===== config.mk =====
export PLATFORM = sky130hd
export DESIGN_NAME = aux_winner_tracker
export DESIGN_NICKNAME = d
export VERILOG_FILES = /design/src/rtl/neuromorphic_bridge_pkg.sv /design/src/rtl/aux_accumulator.sv /design/src/rtl/aux_winner_tracker.sv
export SDC_FILE = /design/constraint.sdc
export NUM_CORES = 1
export LEC_CHECK = 0
export CELL_PAD_IN_SITES_DETAIL_PLACEMENT = 0
export CELL_PAD_IN_SITES_GLOBAL_PLACEMENT = 1
export CORE_UTILIZATION = 34
export DETAILED_ROUTE_END_ITERATION = 16
export PLACE_DENSITY = 0.65
export SLEW_MARGIN = 10
export SYNTH_ARGS = -nofsm -noshare
export SYNTH_HDL_FRONTEND = slang
export SYNTH_SLANG_ARGS = --single-unit

===== constraint.sdc =====
create_clock -name clk -period 6.3 [get_ports clk]
set_input_delay 0.63 -clock clk [delete_from_list [all_inputs] [get_ports clk]]
set_output_delay 0.63 -clock clk [all_outputs]
set_load 0.1 [all_outputs]

===== src/rtl/neuromorphic_bridge_pkg.sv =====
// Shared definitions for the neuromorphic ASIC bridge: decision FSM encoding
// and aux-channel geometry.
package neuromorphic_bridge_pkg;

  localparam int NUM_AUX_CH           = 4;
  localparam int CH_IDX_WIDTH         = 2;
  localparam int DEFAULT_SAMPLE_WIDTH = 12;

  typedef enum logic [1:0] {
    ST_ACC = 2'd0,
    ST_CMP = 2'd1,
    ST_DEC = 2'd2
  } wt_state_t;

endpackage


===== src/rtl/aux_accumulator.sv =====
// Single-channel unsigned accumulator; clear has priority over add.
module aux_accumulator #(
  parameter int SAMPLE_WIDTH = 12,
  parameter int ACC_WIDTH    = 14
) (
  input  logic                    clk,
  input  logic                    rst,
  input  logic                    i_clr,
  input  logic                    i_add,
  input  logic [SAMPLE_WIDTH-1:0] i_sample,
  output logic [ACC_WIDTH-1:0]    o_acc
);

  logic [ACC_WIDTH-1:0] r_acc;

  always_ff @(posedge clk or posedge rst) begin
    if (rst) begin
      r_acc <= '0;
    end else if (i_clr) begin
      r_acc <= '0;
    end else if (i_add) begin
      r_acc <= r_acc + ACC_WIDTH'(i_sample);
    end
  end

  assign o_acc = r_acc;

endmodule


===== src/rtl/aux_winner_tracker.sv =====
// Accumulates aux-channel frames per window, picks the arg-max channel and
// publishes it once the same winner has held for STABLE_COUNT windows.
module aux_winner_tracker
  import neuromorphic_bridge_pkg::*;
#(
  parameter int SAMPLE_WIDTH = DEFAULT_SAMPLE_WIDTH,
  parameter int AVG_LOG2     = 2,
  parameter int STABLE_COUNT = 3
) (
  input  logic                             clk,
  input  logic                             rst,
  input  logic                             sample_valid,
  input  logic [SAMPLE_WIDTH-1:0]          aux0,
  input  logic [SAMPLE_WIDTH-1:0]          aux1,
  input  logic [SAMPLE_WIDTH-1:0]          aux2,
  input  logic [SAMPLE_WIDTH-1:0]          aux3,
  input  logic                             clear,
  output logic [CH_IDX_WIDTH-1:0]          network_output,
  output logic                             result_valid,
  output logic                             busy,
  output logic [7:0]                       drop_count,
  output logic [SAMPLE_WIDTH+AVG_LOG2-1:0] winner_sum
);

  localparam int ACC_WIDTH = SAMPLE_WIDTH + AVG_LOG2;
  localparam int FCW       = (AVG_LOG2 > 0) ? AVG_LOG2 : 1;
  localparam logic [FCW-1:0] LAST_FRAME = FCW'((1 << AVG_LOG2) - 1);
  localparam logic [3:0] STABLE_MAX = 4'(STABLE_COUNT);

  wt_state_t r_state;
  wt_state_t w_state_nxt;

  logic [FCW-1:0]          r_frame_cnt;
  logic [CH_IDX_WIDTH-1:0] r_cmp_idx;
  logic [CH_IDX_WIDTH-1:0] r_best_idx;
  logic [ACC_WIDTH-1:0]    r_best_val;
  logic [CH_IDX_WIDTH-1:0] r_candidate;
  logic [3:0]              r_stable;
  logic                    r_pub_req;
  logic [CH_IDX_WIDTH-1:0] r_network_output;
  logic                    r_result_valid;
  logic [7:0]              r_drop_count;
  logic [ACC_WIDTH-1:0]    r_winner_sum;

  logic                    w_accept;
  logic                    w_last_frame;
  logic                    w_acc_clr;
  logic [SAMPLE_WIDTH-1:0] w_aux [NUM_AUX_CH];
  logic [ACC_WIDTH-1:0]    w_acc [NUM_AUX_CH];

  logic [CH_IDX_WIDTH-1:0] w_base_idx;
  logic [ACC_WIDTH-1:0]    w_base_val;
  logic [CH_IDX_WIDTH-1:0] w_best_idx_nxt;
  logic [ACC_WIDTH-1:0]    w_best_val_nxt;
  logic [CH_IDX_WIDTH-1:0] w_cand_nxt;
  logic [3:0]              w_stable_nxt;

  assign w_aux[0] = aux0;
  assign w_aux[1] = aux1;
  assign w_aux[2] = aux2;
  assign w_aux[3] = aux3;

  assign w_accept     = sample_valid && (r_state == ST_ACC) && !clear;
  assign w_last_frame = (r_frame_cnt == LAST_FRAME);
  assign w_acc_clr    = clear || (r_state == ST_DEC);

  for (genvar g = 0; g < NUM_AUX_CH; g++) begin : g_acc
    aux_accumulator #(
      .SAMPLE_WIDTH (SAMPLE_WIDTH),
      .ACC_WIDTH    (ACC_WIDTH)
    ) u_acc (
      .clk      (clk),
      .rst      (rst),
      .i_clr    (w_acc_clr),
      .i_add    (w_accept),
      .i_sample (w_aux[g]),
      .o_acc    (w_acc[g])
    );
  end

  always_ff @(posedge clk or posedge rst) begin
    if (rst) begin
      r_state <= ST_ACC;
    end else begin
      r_state <= w_state_nxt;
    end
  end

  always_comb begin
    w_state_nxt = r_state;
    if (clear) begin
      w_state_nxt = ST_ACC;
    end else begin
      case (r_state)
        ST_ACC:  if (w_accept && w_last_frame) w_state_nxt = ST_CMP;
        ST_CMP:  if (r_cmp_idx == 2'd3) w_state_nxt = ST_DEC;
        ST_DEC:  w_state_nxt = ST_ACC;
        default: w_state_nxt = ST_ACC;
      endcase
    end
  end

  // First compare step seeds the running best from acc0 directly, since
  // acc0 only settles on the edge that entered CMP.
  always_comb begin
    w_base_idx     = (r_cmp_idx == 2'd1) ? '0 : r_best_idx;
    w_base_val     = (r_cmp_idx == 2'd1) ? w_acc[0] : r_best_val;
    w_best_idx_nxt = w_base_idx;
    w_best_val_nxt = w_base_val;
    if (w_acc[r_cmp_idx] > w_base_val) begin
      w_best_idx_nxt = r_cmp_idx;
      w_best_val_nxt = w_acc[r_cmp_idx];
    end
  end

  always_comb begin
    w_cand_nxt   = r_best_idx;
    w_stable_nxt = 4'd1;
    if ((r_best_idx == r_candidate) && (r_stable != 4'd0)) begin
      w_cand_nxt   = r_candidate;
      w_stable_nxt = (r_stable >= STABLE_MAX) ? r_stable : r_stable + 4'd1;
    end
  end

  always_ff @(posedge clk or posedge rst) begin
    if (rst) begin
      r_frame_cnt      <= '0;
      r_cmp_idx        <= 2'd1;
      r_best_idx       <= '0;
      r_best_val       <= '0;
      r_candidate      <= '0;
      r_stable         <= '0;
      r_pub_req        <= 1'b0;
      r_network_output <= '0;
      r_result_valid   <= 1'b0;
      r_drop_count     <= '0;
      r_winner_sum     <= '0;
    end else if (clear) begin
      r_frame_cnt    <= '0;
      r_cmp_idx      <= 2'd1;
      r_candidate    <= '0;
      r_stable       <= '0;
      r_pub_req      <= 1'b0;
      r_result_valid <= 1'b0;
      r_drop_count   <= '0;
    end else begin
      r_result_valid <= r_pub_req;
      r_pub_req      <= 1'b0;
      if (r_pub_req) r_network_output <= r_candidate;
      if (sample_valid && (r_state != ST_ACC) && (r_drop_count != 8'hFF)) begin
        r_drop_count <= r_drop_count + 8'd1;
      end
      if (w_accept) r_frame_cnt <= w_last_frame ? '0 : r_frame_cnt + FCW'(1);
      case (r_state)
        ST_ACC: r_cmp_idx <= 2'd1;
        ST_CMP: begin
          r_best_idx <= w_best_idx_nxt;
          r_best_val <= w_best_val_nxt;
          r_cmp_idx  <= r_cmp_idx + 2'd1;
        end
        ST_DEC: begin
          r_candidate  <= w_cand_nxt;
          r_stable     <= w_stable_nxt;
          r_winner_sum <= r_best_val;
          r_pub_req    <= (w_stable_nxt >= STABLE_MAX);
        end
        default: r_cmp_idx <= 2'd1;
      endcase
    end
  end

  assign busy           = (r_state != ST_ACC);
  assign network_output = r_network_output;
  assign result_valid   = r_result_valid;
  assign drop_count     = r_drop_count;
  assign winner_sum     = r_winner_sum;

endmodule


Figure 1. Cells colored by class (run 1).
Drawn at 2 px/micron.
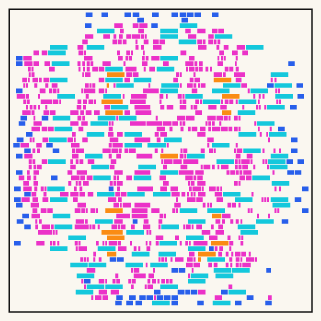
color	class	cells	share of their area
cyan	registers	110	32%
orange	clock drivers and dummy loads	16	3.9%
blue	remaining buffers and delay cells	82	9.5%
magenta	remaining logic cells	634	54%

Figure 2. Cell density map (run 1).
Drawn at 2 px/micron. 15 x 15 tiles, from black (low) to pale yellow (high), 0 to 100% covered.
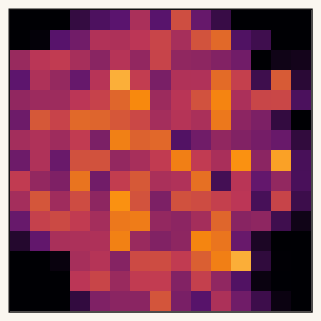
densest ninth of the die	center
fullest tile	83%
mean over tiles	38%
nearly empty tiles	12%
tiles over 75% full	2.2%

Figure 3. Pin map (run 1).
Drawn at 2 px/micron. Pins as bars across the die edge, other pins in gray.
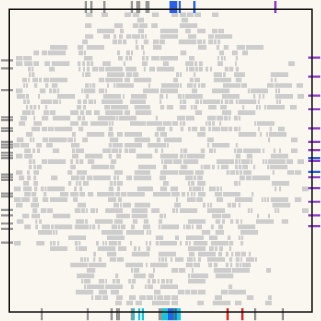
color	port	pins	direction	edge
red	network_output	2	output	south
cyan	drop_count	8	output	south
purple	winner_sum	14	output	13 east, 1 north
green	clear	1	input	south
blue	aux0	12	input	6 north, 4 south, 2 east
all pins by edge	25 south, 23 west, 15 north, 15 east

==> deck_impl_summary.md, run 1 <==
Run Summary

Logic synthesis
  – Complex Gates by Area: 19.5%
  – Simple Share, Synth: 15.7%
  – Synth Seq Share: 36.7%
  – Top area cell types: dfrtp_1 (36%), ha_1 (11%), nand2_1 (6.0%)
  – Post-Syn Nets: 898
  – Synth Warn #: 0
  – Top FF cell, synth: dfrtp_1
  – Chip Area, Yosys: 0.00751 sq mm
  – EDFF count, synth: 0
  – Max-area cell share: 36.3%
  – Ys flops: 110
  – Synth cell types: 63
  – Top cells by count: nand2_1 (120), dfrtp_1 (109), ha_1 (68)

Floorplanning
  – Die Wd: 151 microns
  – Ports: 78
  – # rows: 54
  – Die height: 151 microns

STA
  – Peak Freq: 261 MHz
  – Slew headroom: 33.7%
  – Slew Limit Fails: 0
  – Clk_skew: 0.00783 ns
  – Setup TNS: 0 ns

Pwr
  – Clk power: 653 uW
  – Combinational Power Share: 32.7%
  – Flop pwr share: 38.5%
  – Top pwr grp: registers
  – Sw Ratio: 34.0%
  – Switching Power: 771 uW
  – Leakage power: 0.00402 uW

Cells and area
  – Share of layout cells above drive strength 1: 8.43%
  – Max FFs per register: 56
  – Finished Layout Cells: 1122
  – FF+latch area: 0.00275 sq mm
  – P&R area growth vs syn: 18.0%
  – Post-route design area: 0.00886 sq mm
  – Top cell excl fill/tap: nand2_1
  – Nets: 961

Setup path
  – Reg2Reg Launch Point: r_cmp_idx[1]$_DFFE_PP0N_
  – Max stage delay on crit path: 0.76 ns
  – CP Class: reg -> reg
  – CP top delay family: adder cells
  – CP endpoint kind: register
  – Critical path's slowest cell: ha_1
  – Critical Path End: r_best_val[4]$_DFFE_PP0P_
  – CP max FO: 27

Min path
  – Hold path startpoint: winner_sum[6]$_DFFE_PP0P_
  – Worst Hold Depth: 2

Clock network
  – Reg clk slew, reported paths: 0.07 ns
  – CTS tree: yes
  – Post-CTS Setup Bufs: 0
  – CTS resizes: 0
  – Late-Pin Clk Latency: 0.36 ns
  – Root Driver: clkbuf_16

Job
  – Max_cap viols: 0
  – Tool warnings: 28

Status
  – Outcome: finished, final reports clean

Route
  – DR WL met3: 460 microns
  – Vias/cell: 5.14
  – WL met2: 8790 microns
  – Initial DRT Pass Iterations: 4
  – Drt drc: 0
  – Total wire length: 19100 microns
  – Max Used Layer: met4
  – Remaining antenna violation count after routing: 0

Global route
  – Most Crowded Layer GR: met2
  – First-pass GRT wire length: 31000 microns
  – Vias in the first global route: 5754
  – M2 GR Usage: 29.1%
  – GRT overflow: 0
  – Met3 Resource Use GR: 2.06%

Placement
  – Gpl congestion: 0.800
run 1: layout make-up:
class                           instances  area share (%)
Tap cell                              280            3.95
Inverter                               17           0.748
Timing Repair Buffer                   82            9.12
Clock buffer                           13            3.05
Clock inverter                          3           0.734
Multi-Input combinational cell        617            51.3
Sequential cell                       110            31.1
run 1: per-stage QoR:
step | setup WS (ns) | utilization (%) | power, uW | hold WS, ns
after floorplan | 2.77 | - | 1440 | 0.457
after global placement | 2.46 | 39.2 | 1630 | 0.463
after detailed placement | 2.42 | 39.2 | 1630 | 0.464
after CTS | 2.42 | 40.7 | 2290 | 0.482
after global routing | 2.04 | 40.7 | 2420 | 0.499
final | 2.48 | 40.7 | 2270 | 0.475
==> run 1 -> run 2 <==
==> constraint.sdc (replaced) <==
create_clock -name clk -period 3.9 [get_ports clk]
set_input_delay 0.39 -clock clk [delete_from_list [all_inputs] [get_ports clk]]
set_output_delay 0.39 -clock clk [all_outputs]
set_load 0.1 [all_outputs]
==> run 2 against run 1 <==
Count of clock-buffer cells in the layout is 2 lower; sequential power is about 60% higher; wire length is 1.2% lower; synthesized cell count stayed put.
==> deck_impl_summary.md, run 2 <==
Run Summary

STA
  – Peak Freq: 317 MHz
  – Setup ws final: 0.749 ns
  – Setup TNS: 0 ns
  – WHS: 0.438 ns
  – Slew headroom: 32.2%
  – Slew Limit Fails: 0

Cells and area
  – Logic share of the area: 51.4%
  – Fraction of area in registers: 31.1%
  – Largest class: combinational gates
  – Top cell excl fill/tap: nand2_1
  – CLK BUF: 11
  – Nets: 968
  – Share of layout cells above drive strength 1: 9.07%
  – MI comb cells: 617
  – Util after Layout: 40.7%
  – Max FFs per register: 56
  – P&R area growth vs syn: 17.9%
  – Clock-cell share of area: 2.94%
  – FF+latch area: 0.00275 sq mm
  – Non-clk invs: 17
  – Post-route design area: 0.00885 sq mm

Global route
  – First-pass GRT wire length: 31200 microns
  – Vias in the first global route: 5729

Clock network
  – Reg clk slew, reported paths: 0.07 ns
  – Late-Pin Clk Latency: 0.36 ns
  – Root Driver: clkbuf_16
  – CTS tree: yes
  – CTS resizes: 0

Status
  – Outcome: finished, final reports clean

Logic synthesis
  – Chip Area, Yosys: 0.00751 sq mm
  – Top cells by count: nand2_1 (120), dfrtp_1 (109), ha_1 (68)
  – Top area cell types: dfrtp_1 (36%), ha_1 (11%), nand2_1 (6.0%)
  – Synth Seq Share: 36.7%
  – Post-Syn Nets: 898
  – Synth Warn #: 0
  – Synth cell types: 63
  – Ys flops: 110
  – Complex Gates by Area: 19.5%
  – Max-area cell share: 36.3%
  – Simple Share, Synth: 15.7%

Floorplanning
  – Die height: 151 microns
  – Ports: 78
  – Die Wd: 151 microns
  – # rows: 54

Pwr
  – Sw Ratio: 35.5%
  – Flop pwr share: 40.3%
  – Combinational Power Share: 34.7%
  – Switching Power: 1230 uW
  – Tot Pwr: 3470 uW

Route
  – Drt drc: 0
  – Remaining antenna violation count after routing: 0
  – Total wire length: 18900 microns
  – Initial DRT Pass Iterations: 4
  – Vias/cell: 5.16

Setup path
  – CP top delay family: AND-OR/OR-AND gates
  – CP Class: reg -> reg
  – CP max FO: 27
  – Reg2Reg Launch Point: r_cmp_idx[0]$_DFFE_PP1N_
  – Max stage delay on crit path: 0.59 ns

Placement
  – Gpl congestion: 0.808
  – Place WS: 0.727 ns
[run 2: cell counts after synthesis]
Identical to the previous run, type by type.
[run 2: power by group through the flow]
stage / Clock (uW) / Combinational [uW] / Sequential (uW)
CTS: 889 / 1220 / 1400
global route: 948 / 1360 / 1420
global placement: 0 / 1210 / 1420
finish: 866 / 1200 / 1400
floorplan: 0 / 974 / 1360
detailed placement: 0 / 1210 / 1420
[run 2: cells by family after synthesis]
kind of cell	Yosys count
xor gates and xnor gates	46
adders and majority gates	72
buffers and inverters	47
and+or+nand+nor	259
DFF	110
muxes	38
AOI/OAI and AO/OA	202
[run 2: per-layer routing]
metal	wire [microns]	track usage, %	up-vias
li1	-	-	2975
met1	9760	26.2	2746
met2	8270	27.7	87
met3	456	2.15	18
met4	379	6.10	0
met5	0	0	-
Figure 4. Cells colored by class (run 2).
Drawn at 2 px/micron.
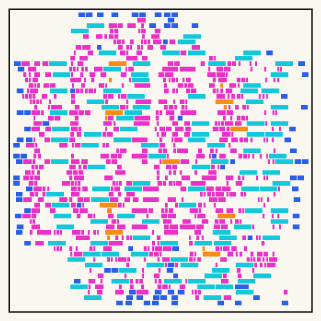
color	class	cells	share of their area
magenta	remaining logic cells	634	54%
orange	clock drivers and dummy loads	16	3.1%
blue	remaining buffers and delay cells	89	10%
cyan	registers	110	32%

Figure 5. Routed metal, one color a layer (run 2).
Drawn at 2 px/micron.
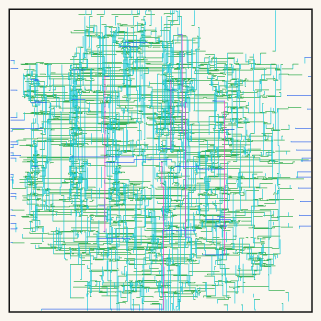
color	layer	wire length
magenta	M4	379 microns
green	M1	9760 microns
blue	M3	456 microns
cyan	M2	8270 microns

Figure 6. Cell density map (run 2).
Drawn at 2 px/micron. 15 x 15 tiles, from black (low) to pale yellow (high), 0 to 100% covered.
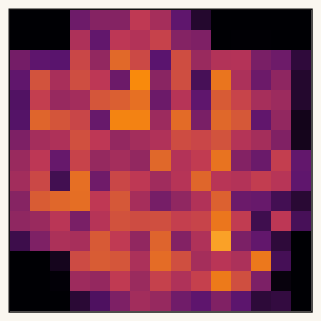
nearly empty tiles	12%
tiles over 75% full	0.40%
emptiest ninth of the die	north-east
fullest tile	80%
mean over tiles	38%

Power and IR drop assume default switching activity.
